==> config.mk <==
export PLATFORM = sky130hd
export DESIGN_NAME = atm_keypad_entry
export DESIGN_NICKNAME = d
export VERILOG_FILES = /design/src/rtl/atm_pkg.sv /design/src/rtl/atm_bcd_accum.sv /design/src/rtl/atm_keypad_entry.sv
export SDC_FILE = /design/constraint.sdc
export NUM_CORES = 1
export LEC_CHECK = 0
export CAP_MARGIN = 25
export CORE_MARGIN = 2
export CORE_UTILIZATION = 50
export CTS_BUF_LIST = sky130_fd_sc_hd__clkbuf_2
export CTS_CLUSTER_SIZE = 30
export DETAILED_ROUTE_END_ITERATION = 8
export PLACE_DENSITY_LB_ADDON = 0.2
export SLEW_MARGIN = 20
export SYNTH_ARGS = -nofsm -noshare
export SYNTH_HDL_FRONTEND = slang
export SYNTH_SLANG_ARGS = --single-unit
==> constraint.sdc <==
create_clock -name clk -period 4 [get_ports clk]
set_clock_uncertainty 0.1 [all_clocks]
set_input_delay 1.2 -clock clk [delete_from_list [all_inputs] [get_ports clk]]
set_output_delay 1.2 -clock clk [all_outputs]
set_load 0.005 [all_outputs]
==> src/rtl/atm_pkg.sv <==
// atm_pkg: shared definitions for the ATM keypad front-end.
// Holds key codes, the entry FSM state encoding and the PIN/amount value limits.
// No ports; imported by atm_bcd_accum and atm_keypad_entry.
package atm_pkg;

  // Keypad codes above the decimal digits.
  localparam logic [3:0] KEY_ENTER  = 4'hA;
  localparam logic [3:0] KEY_CLEAR  = 4'hB;
  localparam logic [3:0] KEY_CANCEL = 4'hC;

  // Accumulator holds up to three decimal digits (max 999).
  localparam int ACC_W = 10;
  localparam int CNT_W = 2;

  // Largest values that fit the 5-bit PIN and 8-bit amount buses.
  localparam logic [ACC_W-1:0] PIN_MAX = 10'd31;
  localparam logic [ACC_W-1:0] AMT_MAX = 10'd255;

  typedef enum logic [2:0] {
    IDLE      = 3'd0,
    PIN_ENTRY = 3'd1,
    PIN_SEND  = 3'd2,
    AMT_ENTRY = 3'd3,
    AMT_SEND  = 3'd4
  } state_t;

endpackage

==> src/rtl/atm_bcd_accum.sv <==
// atm_bcd_accum: decimal accumulator (acc = acc*10 + digit) with a digit counter.
// Ports: clk, reset (sync, active-high), clr, digit_en, digit[3:0], max_digits[1:0] in;
//        acc[9:0], cnt[1:0], overflow_digit (combinational: digit offered while full) out.
module atm_bcd_accum
  import atm_pkg::*;
(
  input  logic             clk,
  input  logic             reset,
  input  logic             clr,
  input  logic             digit_en,
  input  logic [3:0]       digit,
  input  logic [CNT_W-1:0] max_digits,
  output logic [ACC_W-1:0] acc,
  output logic [CNT_W-1:0] cnt,
  output logic             overflow_digit
);

  logic [ACC_W-1:0] acc_q, acc_d;
  logic [CNT_W-1:0] cnt_q, cnt_d;
  logic             full;

  // A digit is only ever accepted while cnt < 3, so acc <= 99 before the
  // multiply and the 10-bit result cannot wrap.
  always_comb begin
    full  = (cnt_q >= max_digits);
    acc_d = acc_q;
    cnt_d = cnt_q;
    if (clr) begin
      acc_d = '0;
      cnt_d = '0;
    end else if (digit_en && !full) begin
      acc_d = acc_q * 10'd10 + {6'd0, digit};
      cnt_d = cnt_q + 2'd1;
    end
  end

  always_ff @(posedge clk) begin
    if (reset) begin
      acc_q <= '0;
      cnt_q <= '0;
    end else begin
      acc_q <= acc_d;
      cnt_q <= cnt_d;
    end
  end

  assign acc            = acc_q;
  assign cnt            = cnt_q;
  assign overflow_digit = digit_en && full;

endmodule

==> src/rtl/atm_keypad_entry.sv <==
// atm_keypad_entry: collects keypad digits into a PIN then an amount and presents
// each on pin/amount with valid held for VALID_CYCLES cycles (ENTER to valid = 1 cycle).
// Ports: clk, reset, card_in, key_strobe, key_code[3:0] in; pin[4:0], valid, amount[7:0],
//        busy, key_err, timeout out. Optional inactivity abort: define ATM_ENTRY_TIMEOUT_EN.
module atm_keypad_entry
  import atm_pkg::*;
#(
  parameter int VALID_CYCLES   = 2,
  parameter int PIN_DIGITS     = 2,
  parameter int AMT_DIGITS     = 3,
  parameter int TIMEOUT_CYCLES = 1000
) (
  input  logic       clk,
  input  logic       reset,
  input  logic       card_in,
  input  logic       key_strobe,
  input  logic [3:0] key_code,
  output logic [4:0] pin,
  output logic       valid,
  output logic [7:0] amount,
  output logic       busy,
  output logic       key_err,
  output logic       timeout
);

  localparam int VCNT_W = (VALID_CYCLES > 1) ? $clog2(VALID_CYCLES) : 1;

  state_t            state_q;
  logic [4:0]        pin_q;
  logic [7:0]        amount_q;
  logic              valid_q;
  logic              key_err_q;
  logic [VCNT_W-1:0] vcnt_q;

  logic [ACC_W-1:0]  acc;
  logic [CNT_W-1:0]  cnt;
  logic              overflow_digit;

  logic              in_entry, key_live, is_digit, is_enter, is_clear, is_cancel, illegal;
  logic              digit_en, enter_ok, enter_bad, acc_clr, timeout_fire;
  logic [CNT_W-1:0]  max_digits;
  logic [ACC_W-1:0]  limit;

`ifdef ATM_ENTRY_TIMEOUT_EN
  localparam int TMR_W = (TIMEOUT_CYCLES > 1) ? $clog2(TIMEOUT_CYCLES) : 1;
  logic [TMR_W-1:0] tmr_q;
  logic             timeout_q;

  // Fires on the TIMEOUT_CYCLES-th consecutive entry-state cycle without a key.
  assign timeout_fire = in_entry && card_in && !key_strobe &&
                        (tmr_q == TMR_W'(TIMEOUT_CYCLES - 1));
  assign timeout      = timeout_q;
`else
  assign timeout_fire = 1'b0;
  assign timeout      = 1'b0;
`endif

  always_comb begin
    in_entry   = (state_q == PIN_ENTRY) || (state_q == AMT_ENTRY);
    is_digit   = (key_code <= 4'd9);
    is_enter   = (key_code == KEY_ENTER);
    is_clear   = (key_code == KEY_CLEAR);
    is_cancel  = (key_code == KEY_CANCEL);
    illegal    = (key_code >= 4'hD);
    max_digits = (state_q == PIN_ENTRY) ? CNT_W'(PIN_DIGITS) : CNT_W'(AMT_DIGITS);
    limit      = (state_q == PIN_ENTRY) ? PIN_MAX : AMT_MAX;
    // Keys only act in entry states with the card present; SEND and IDLE drop them.
    key_live   = key_strobe && card_in && in_entry;
    digit_en   = key_live && is_digit;
    enter_ok   = key_live && is_enter && (cnt != '0) && (acc <= limit);
    enter_bad  = key_live && is_enter && (cnt != '0) && (acc >  limit);
    // Accumulator is held clear outside entry states so each entry starts from zero.
    acc_clr    = !in_entry || !card_in || timeout_fire ||
                 (key_live && (is_clear || is_cancel || (is_enter && (cnt != '0))));
  end

  atm_bcd_accum u_accum (
    .clk            (clk),
    .reset          (reset),
    .clr            (acc_clr),
    .digit_en       (digit_en),
    .digit          (key_code),
    .max_digits     (max_digits),
    .acc            (acc),
    .cnt            (cnt),
    .overflow_digit (overflow_digit)
  );

  always_ff @(posedge clk) begin
    if (reset) begin
      state_q   <= IDLE;
      pin_q     <= '0;
      amount_q  <= '0;
      valid_q   <= 1'b0;
      key_err_q <= 1'b0;
      vcnt_q    <= '0;
`ifdef ATM_ENTRY_TIMEOUT_EN
      tmr_q     <= '0;
      timeout_q <= 1'b0;
`endif
    end else begin
      key_err_q <= 1'b0;
`ifdef ATM_ENTRY_TIMEOUT_EN
      timeout_q <= 1'b0;
      tmr_q     <= (in_entry && !key_strobe) ? tmr_q + TMR_W'(1) : '0;
`endif
      if (!card_in || timeout_fire ||
          (key_strobe && is_cancel && (state_q != IDLE))) begin
        // Abort path: back to IDLE with all presented data cleared.
        state_q  <= IDLE;
        pin_q    <= '0;
        amount_q <= '0;
        valid_q  <= 1'b0;
        vcnt_q   <= '0;
`ifdef ATM_ENTRY_TIMEOUT_EN
        timeout_q <= timeout_fire;
        tmr_q     <= '0;
`endif
      end else begin
        case (state_q)
          IDLE: begin
            state_q <= PIN_ENTRY;
          end
          PIN_ENTRY: begin
            if (key_live && (illegal || overflow_digit || enter_bad)) key_err_q <= 1'b1;
            if (enter_ok) begin
              pin_q   <= acc[4:0];
              valid_q <= 1'b1;
              vcnt_q  <= '0;
              state_q <= PIN_SEND;
            end
          end
          PIN_SEND: begin
            if (vcnt_q == VCNT_W'(VALID_CYCLES - 1)) begin
              valid_q <= 1'b0;
              vcnt_q  <= '0;
              state_q <= AMT_ENTRY;
            end else begin
              vcnt_q <= vcnt_q + VCNT_W'(1);
            end
          end
          AMT_ENTRY: begin
            if (key_live && (illegal || overflow_digit || enter_bad)) key_err_q <= 1'b1;
            if (enter_ok) begin
              amount_q <= acc[7:0];
              valid_q  <= 1'b1;
              vcnt_q   <= '0;
              state_q  <= AMT_SEND;
            end
          end
          AMT_SEND: begin
            if (vcnt_q == VCNT_W'(VALID_CYCLES - 1)) begin
              valid_q  <= 1'b0;
              vcnt_q   <= '0;
              pin_q    <= '0;
              amount_q <= '0;
              state_q  <= IDLE;
            end else begin
              vcnt_q <= vcnt_q + VCNT_W'(1);
            end
          end
          default: state_q <= IDLE;
        endcase
      end
    end
  end

  assign pin     = pin_q;
  assign amount  = amount_q;
  assign valid   = valid_q;
  assign key_err = key_err_q;
  assign busy    = (state_q != IDLE);

endmodule

==> flow_metrics.tcl <==
# yosys + openroad results
set metrics [dict create \
    ys.flops 31 \
    power_frac_seq_pct 55.1 \
    start_kind "primary input" \
    comb_share_pct 52.7 \
    critical-path-max-stage-delay_ns 0.49 \
    status "completed" \
    holdCritPathClass "reg2reg" \
    nonClkBufAreaFrac_pct 13.1 \
    nWellTaps 48 \
    yosysMostFrequentCell "dfxtp_1" \
    yosys_area_sq_um 1930 \
    dpl.hpwl_um 2960 \
    fp.dieH_um 66.1 \
    r2r-start "u_accum.acc[3]" \
    whs_ns 0.377 \
    logic_gates 168 \
    largest_area_cell "dfxtp_1" \
    place.gp.congestion 0.901 \
    cp-end-kind "register" \
    critical_path_depth 10 \
    yosys_warnings 0 \
    drive_gt1_share_pct 13.4 \
    yosysTopAreaCellShare_pct 32.2 \
    die-area_sq_um 4370 \
    fp_util_pct 52.3 \
    grt_use_met1_pct 26.2 \
    maxCapViolations 0 \
    instances_no_fill 301 \
    critPathLaunch "key_code[1]" \
    critPathKind "in2reg" \
    ys_types 45 \
    met2_usage_pct 31.9 \
    grt_pass1_wl_um 6650 \
    wl_per_cell_um 12.4 \
]
[power by group through the flow]
| stage | logic [W] | clock network [W] | registers, W |
|---|---|---|---|
| after floorplan | 0.0000235 | 0 | 0.000317 |
| after detailed placement | 0.0000413 | 0 | 0.000318 |
| after CTS | 0.0000414 | 0.000217 | 0.000311 |
| after global routing | 0.0000472 | 0.000228 | 0.000312 |
| final | 0.0000416 | 0.000212 | 0.000311 |
| after global placement | 0.0000412 | 0 | 0.000318 |
[worst reg2reg max path, delay by kind of cell, from the launching register on]
family | cells | cell delay, ns
and+or+nand+nor | 2 | 0.76
adders and majority gates | 3 | 0.86
buffers and inverters | 1 | 0.05
DFF | 1 | 0.41
AOI/OAI and AO/OA | 1 | 0.29
xor gates and xnor gates | 2 | 0.70
[cells by family after synthesis]
logic type	Yosys count	share of synthesized area [%]
flip-flops	31	32.2
buffers and inverters	20	4.60
other	1	0.194
AND-OR/OR-AND	48	17.5
multiplexers	6	3.11
adder cells (fa/ha/maj)	19	13.1
AND/OR/NAND/NOR	81	22.7
XOR/XNOR	13	6.61
[cell usage in the layout (no fill, tap or decap), types with 2 or more instances in the layout]
cell,n
a211oi_1,7
a21o_1,2
a21oi_1,9
buf_4,9
clkbuf_2,5
clkdlybuf4s50_1,23
dfxtp_1,31
fa_1,2
ha_1,17
inv_1,13
mux2i_1,6
nand2_1,14
nand2b_1,4
nand3_1,17
nand4_1,3
nor2_1,20
nor2b_1,4
nor3_1,4
nor3b_1,2
nor4_1,2
o21ai_0,13
o21ai_2,8
or3_1,2
or3b_2,2
xnor2_1,8
xor2_1,4
[registers in the layout, indices dropped and copies added, names as in the netlist]
register     count
u_accum.cnt      2
u_accum.acc     10
key_err          1
amount           8
pin              5
state_q          3
vcnt_q           1
valid            1
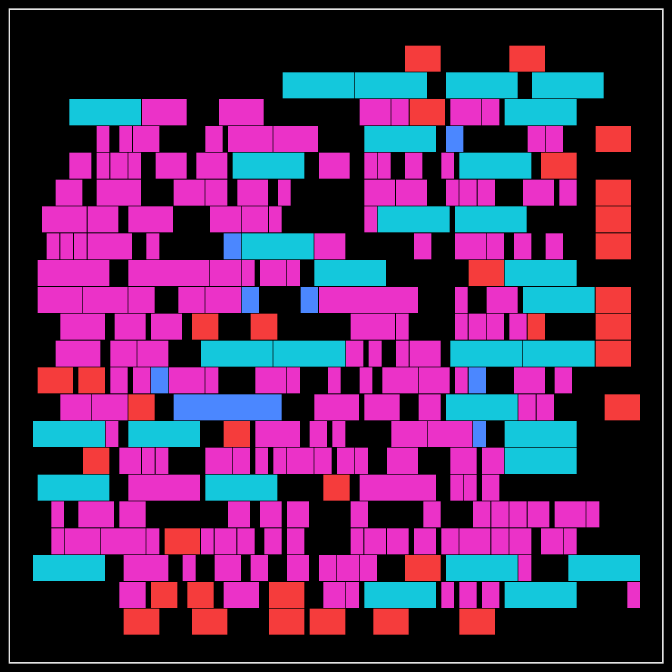
Figure 1: placement by cell class.
| color | class | cells | share of their area |
|---|---|---|---|
| blue | clock drivers and dummy loads | 8 | 2.8% |
| magenta | combinational and other logic | 181 | 56% |
| cyan | flops | 31 | 28% |
| red | other buffers and delay cells | 33 | 13% |
Seq area share: 26.8%
num rows: 22
core footprint: 3690 sq um
final instance area: 2320 sq um
fin util: 62.8%

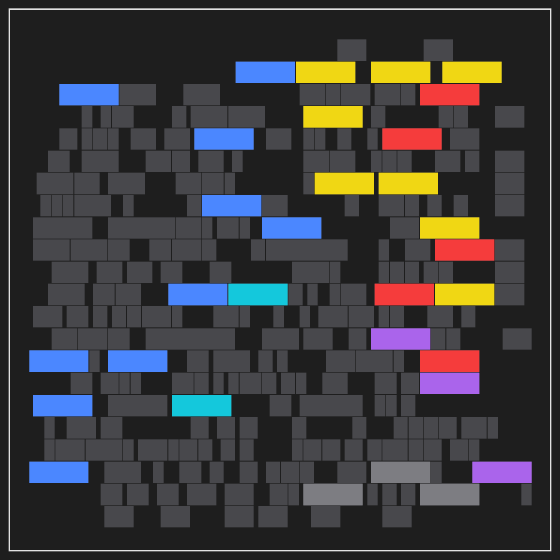
Figure 2: sequential cells colored by netlist name.
Other sequential cells in the stronger gray, the rest of the logic in the fainter gray.
| color | netlist name | flops |
|---|---|---|
| red | pin | 5 |
| cyan | u_accum.cnt | 2 |
| blue | u_accum.acc | 10 |
| yellow | amount | 8 |
| purple | state_q | 3 |
not colored: 3
Register Area: 621 sq um
Seq power: 0.000311 W

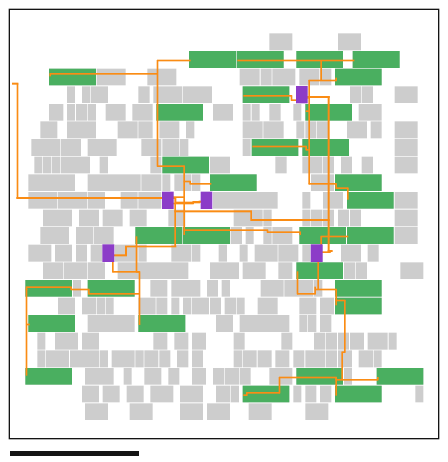
Figure 3: routed clock nets over the placement.
Scale bar: 20 um.
[orange] clock wires | length: 398 um
[green] flip-flops | count: 31
[purple] clock drivers | count: 5
routed clock nets: 6
clock share of power: 37.5%
power in the clock group: 0.000212 W
clk latency late pin: 0.37 ns

No activity file was given, so power comes from the tool's default toggle rates.
